$ cat config.mk
export PLATFORM = sky130hd
export DESIGN_NAME = regbank_wr_arbiter
export DESIGN_NICKNAME = d
export VERILOG_FILES = /design/src/rtl/regbank_pkg.sv /design/src/rtl/rr_pick.sv /design/src/rtl/regbank_wr_arbiter.sv
export SDC_FILE = /design/constraint.sdc
export NUM_CORES = 1
export LEC_CHECK = 0
export ABC_AREA = 1
export CAP_MARGIN = 40
export CORE_UTILIZATION = 30
export DETAILED_ROUTE_END_ITERATION = 8
export MAX_ROUTING_LAYER = met4
export PLACE_DENSITY = 0.63
export RECOVER_POWER = 25
export SLEW_MARGIN = 15
export SYNTH_ARGS = -nofsm -noshare
export SYNTH_HDL_FRONTEND = slang
export SYNTH_SLANG_ARGS = --single-unit
$ cat constraint.sdc
create_clock -name clk -period 6.5 [get_ports clk]
set_input_delay 1.3 -clock clk [delete_from_list [all_inputs] [get_ports clk]]
set_output_delay 1.3 -clock clk [all_outputs]
set_load 0.02 [all_outputs]
$ cat src/rtl/regbank_pkg.sv
// Shared types and helpers for the register-bank write arbiter.
// Holds the arbiter FSM state encoding and a one-hot decode helper.
package regbank_pkg;

   typedef enum logic {
      IDLE  = 1'b0,
      OWNED = 1'b1
   } state_t;

   localparam int OH_W = 256;

   function automatic logic [OH_W-1:0] onehot(input int unsigned idx);
      return OH_W'(1) << idx;
   endfunction

endpackage

$ cat src/rtl/rr_pick.sv
// Combinational round-robin priority picker.
// Returns the first set request at or after ptr, wrapping modulo N.
module rr_pick #(
   parameter int N  = 4,
   parameter int IW = (N > 1) ? $clog2(N) : 1
) (
   input  logic [N-1:0]  req,
   input  logic [IW-1:0] ptr,
   output logic [N-1:0]  gnt,
   output logic [IW-1:0] idx,
   output logic          any
);

   logic [IW-1:0] j;

   always_comb begin
      gnt = '0;
      idx = '0;
      any = 1'b0;
      j   = '0;
      for (int k = 0; k < N; k++) begin
         j = IW'((int'(ptr) + k) % N);
         if (!any && req[j]) begin
            any    = 1'b1;
            gnt[j] = 1'b1;
            idx    = j;
         end
      end
   end

endmodule

$ cat src/rtl/regbank_wr_arbiter.sv
// Round-robin write arbiter with bank locking for a shared register bank.
// Produces a registered one-hot enable and data word for the bank.
module regbank_wr_arbiter
   import regbank_pkg::*;
#(
   parameter int NREQ     = 4,
   parameter int NREG     = 8,
   parameter int DW       = 8,
   parameter int LOCK_MAX = 16,
   parameter int AW       = (NREG > 1) ? $clog2(NREG) : 1,
   parameter int IW       = $clog2(NREQ)
) (
   input  logic               clk,
   input  logic               reset,
   input  logic [NREQ-1:0]    req_valid,
   input  logic [NREQ-1:0]    req_lock,
   input  logic [NREQ*AW-1:0] req_addr,
   input  logic [NREQ*DW-1:0] req_data,
   output logic [NREQ-1:0]    req_ready,
   output logic [NREG-1:0]    reg_en,
   output logic [DW-1:0]      reg_d,
   output logic               addr_err,
   output logic               locked,
   output logic [IW-1:0]      owner
);

   localparam int CW = (LOCK_MAX > 1) ? $clog2(LOCK_MAX) : 1;

   state_t        state;
   logic [IW-1:0] rr_ptr;
   logic [CW-1:0] lock_cnt;
   logic [NREG-1:0] en_q;
   logic          err_q;

   logic [NREQ-1:0] pick_gnt;
   logic [IW-1:0]   pick_idx;
   logic            pick_any;

   logic [IW-1:0] win;
   logic [IW-1:0] nxt;
   logic          acc;
   logic          expire;
   logic          w_lock;
   logic          in_rng;
   logic [AW-1:0] w_addr;
   logic [DW-1:0] w_data;
   logic [NREG-1:0] en_n;

   rr_pick #(
      .N  (NREQ),
      .IW (IW)
   ) u_pick (
      .req (req_valid),
      .ptr (rr_ptr),
      .gnt (pick_gnt),
      .idx (pick_idx),
      .any (pick_any)
   );

   // While owned, only the owner can be granted; reset blocks all grants.
   always_comb begin
      win       = pick_idx;
      req_ready = pick_gnt;
      if (state == OWNED) begin
         win            = owner;
         req_ready      = '0;
         req_ready[owner] = req_valid[owner];
      end
      if (reset) req_ready = '0;
   end

   assign acc    = |req_ready;
   assign w_lock = req_lock[win];
   assign w_addr = req_addr[int'(win)*AW +: AW];
   assign w_data = req_data[int'(win)*DW +: DW];
   assign in_rng = {1'b0, w_addr} < (AW+1)'(NREG);
   assign nxt    = (win == IW'(NREQ-1)) ? '0 : win + 1'b1;
   assign expire = (state == OWNED) && (lock_cnt == CW'(LOCK_MAX-1));
   assign en_n   = (acc && in_rng) ? NREG'(onehot(32'(w_addr))) : '0;

   always_ff @(posedge clk) begin
      if (reset) begin
         state    <= IDLE;
         rr_ptr   <= '0;
         owner    <= '0;
         lock_cnt <= '0;
         en_q     <= '0;
         err_q    <= 1'b0;
         reg_d    <= '0;
      end else begin
         en_q  <= en_n;
         err_q <= acc && !in_rng;
         if (acc) begin
            reg_d  <= w_data;
            owner  <= win;
            rr_ptr <= nxt;
         end
         unique case (state)
            IDLE: begin
               if (acc && w_lock) begin
                  state    <= OWNED;
                  lock_cnt <= '0;
               end
            end
            OWNED: begin
               if (expire || (acc && !w_lock)) begin
                  state    <= IDLE;
                  lock_cnt <= '0;
                  rr_ptr   <= nxt;
               end else begin
                  lock_cnt <= lock_cnt + 1'b1;
               end
            end
            default: state <= IDLE;
         endcase
      end
   end

   // A write still sitting in the output register is dropped under reset.
   assign reg_en   = reset ? '0 : en_q;
   assign addr_err = err_q & ~reset;
   assign locked   = (state == OWNED);

endmodule

==> images/m3.png <==
Drawn at 4 px/um.
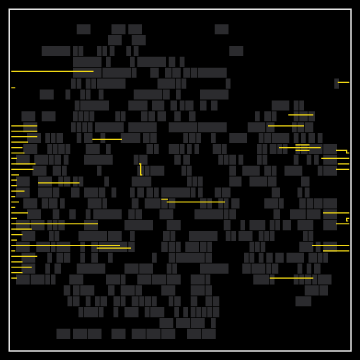
wire length on this layer: 281 um
longest straight run: 26.9 um
main direction: horizontal
nets with wire on the layer: 52
share of all routed wire: 4.9%
met3 usage: 0.01946
drt total wl: 5784 um
via count: 2,355

==> images/class_map.png <==
Drawn at 3 px/um.
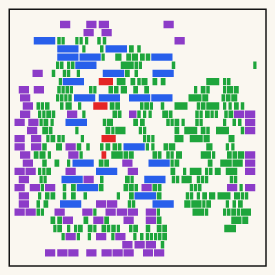
[green] remaining logic cells | cells: 303 | share of their area: 53%
[red] clock drivers and dummy loads | cells: 4 | share of their area: 1.7%
[blue] registers | cells: 25 | share of their area: 18%
[purple] remaining buffers and delay cells | cells: 77 | share of their area: 27%
Util after Layout: 0.4450
Core Region: 6495 sq um
row count: 29

==> images/clock_nets.png <==
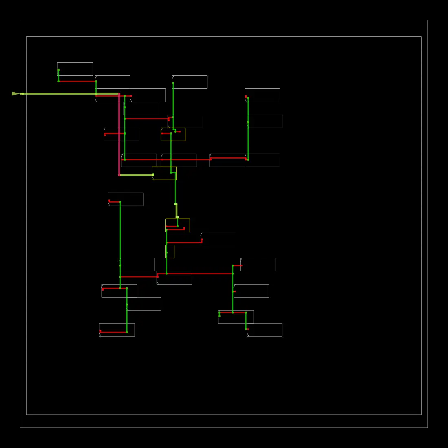
Flops: 25
# clock sinks: 25
# clk buffers: 3
Clk Latency, worst-skew pair: 0.26 ns
clk pwr: 0.0000893 W

==> impl_metrics.csv <==
group,metric,value,unit
setup_path,r2r_cells,18,
synth,flop_cell,"dfxtp_1",
final_timing,rsz0062_at_grt,"false",
setup_path,start_kind,"input port",
final_timing,finalSetupViolCount,0,
final_timing,fin_crit_sh,0.7520,
pwr,p_per_area,449.7,nW/um^2
pwr,comb_power,0.000970,W
global_routing,grt_pass1_vias,2190,
synth,avgSynthCellArea,6.033,sq um
synth,synth-cells-yosys,343,
synth,synth_chip_area,2069,sq um
cts,path_clk_slew,0.09,ns
cts,cts_hold_buf,0,
synth,yosysWarningCount,0,
synth,ys_seq_elements,25,
final_timing,max_freq,204.6,MHz
synth,ys_seq_share,0.2418,
cells_and_area,finalInstanceArea,2890,sq um
cells_and_area,stdcell_count,486,
synth,floorplan.nets,406,
synth,yosysMostFrequentCell,"nand2_1",
worst_hold_path,hold_class,"reg2reg",
setup_path,crit_slowest_cell,"dlygate4sd3_1",
pwr,peakVddDrop,0.0001740,V
cts,cts.path.max_buffers,2,
pwr,internal-power,0.0005726,W
setup_path,cp_data_required_time,5.20,ns
setup_path,max_stage_delay,0.99,ns
pwr,p_seq,0.000240,W
floorplanning,die.size.y,85.06,um
setup_path,path_common_cell,"inv_1",
global_routing,grt_pass1_wl,9791,um
final_timing,whs,0.4734,ns
cells_and_area,drive_above_1_share,0.07824,
job,warnings,33,
cells_and_area,nNetsFinal,473,
setup_path,crit_fanout,19,
synth,synth.cell_area,2069,sq um
global_routing,grt_max_degree,29,
global_routing,grt_antenna_before_repair,0,
synth,async_reset_ff_frac,0,
detailed_routing,wl_per_cell,11.90,um
cells_and_area,areaGrowthSynthToFinish,39.66,%
cts,h-tree-depth,1,
pwr,p_sw,0.0007271,W
detailed_routing,drt_iter0_drc,96,
synth,topCellsByArea,"dfxtp_1 (24%), nand2_1 (20%), nand3_1 (15%), inv_1 (6.2%), ha_1 (5.4%)",
pwr,switching_share,0.5594,
global_routing,grt_overflow,0,
status,status,"finished, final reports clean",
detailed_routing,remaining_drc_errors,0,
job,maxCapViolCount,0,
final_timing,worst_pin_slew,0.7020,ns
pwr,p_leak,1.357,nW
synth,top_cells_by_count,"nand2_1 (109), nand3_1 (61), inv_1 (34), nor2_1 (26), dfxtp_1 (25)",
placed_design,gp_congestion,0.8683,
global_routing,grt_usage,0.1683,
cts,clockRootBuffer,"clkbuf_8",
==> images/clock_wires.png <==
Drawn at 6 px/um.
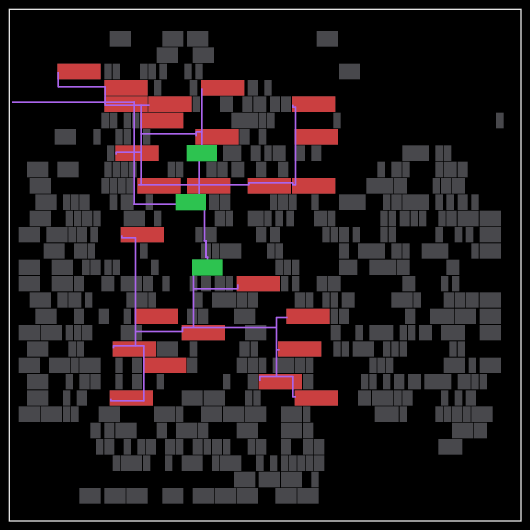
[green] clock-net drivers | count: 3
[purple] clock wires | length: 280 um
[red] flip-flops | count: 25
routed clock nets: 4
Setup Skew: 0.005219 ns
clock group share of total power: 0.069

==> images/port_trees.png <==
Drawn at 6 px/um.
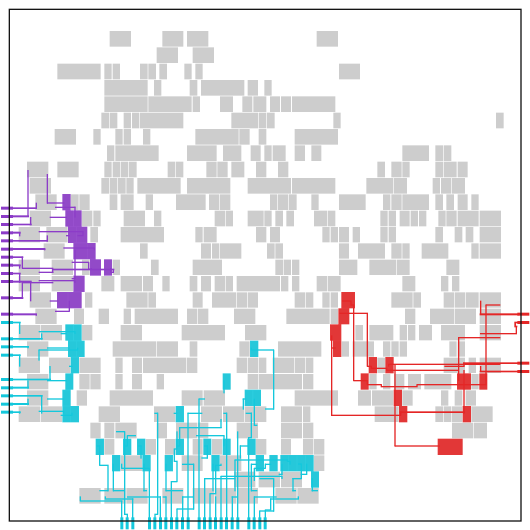
[purple] req_addr | direction: input | end cells: 12 | buffers: 12 | wire: 131 um
[cyan] req_data | direction: input | end cells: 32 | buffers: 32 | wire: 485 um
[red] req_valid | direction: input | end cells: 13 | buffers: 4 | wire: 218 um
IO Port Bufs: 76
Ports: 78

## cells by family after synthesis
kind of cell	count (synthesis)	synth area share
other	1	0.001812
AOI/OAI and AO/OA	24	0.06046
and+or+nand+nor	230	0.5200
adders and majority gates	9	0.05441
DFF	25	0.2418
xor gates and xnor gates	1	0.004233
buffers and inverters	53	0.1173
## path summary, 6_finish.rpt
| check | from | to | slack (ns) |
|---|---|---|---|
| worst max-delay path | reset | req_ready[3] | 1.61 |
| worst min-delay path | reg_d[4] | reg_d[4] | 0.47 |
| worst max register to register | rr_ptr[0] | en_q[0] | 3.32 |
| worst min register to register | reg_d[4] | reg_d[4] | 0.47 |
## critical path, delay by kind of cell
| family | cells | cell delay [ns] |
|---|---|---|
| compound gates | 1 | 0.06 |
| buf+inv | 4 | 1.91 |
| simple gates | 2 | 0.31 |
## area by class of cell
| cell class | count | area [sq um] |
|---|---|---|
| clock buffer | 3 | 41.29 |
| clock inverter | 1 | 5.005 |
| fill | 691 | 3605 |
| inverter | 38 | 152.6 |
| multi-input combinational | 265 | 1326 |
| sequential | 25 | 500.5 |
| tap | 77 | 96.34 |
| timing repair buffer | 77 | 768.2 |
## state kept, by name, indices dropped and copies added (netlist names)
signal,cells
locked,1
en_q,8
owner,2
reg_d,8
lock_cnt,4
rr_ptr,2
## routing by layer
layer	GRT usage	up-vias	wire, um
li1	-	1231	-
met3	0.01946	2	281
met2	0.3028	64	2864
met5	-	-	0
met4	0.02311	0	17
met1	0.2062	1058	2620
## through the flow
stage	worst slack, ns	power [W]
4_1_cts	1.580	0.001323
6_report	1.612	0.001300
3_3_place_gp	1.620	0.001212
3_5_place_dp	1.602	0.001230
5_1_grt	1.457	0.001438
2_1_floorplan	3.035	0.0009926
Power figures rest on the tool's default switching activity, not on a simulated workload.
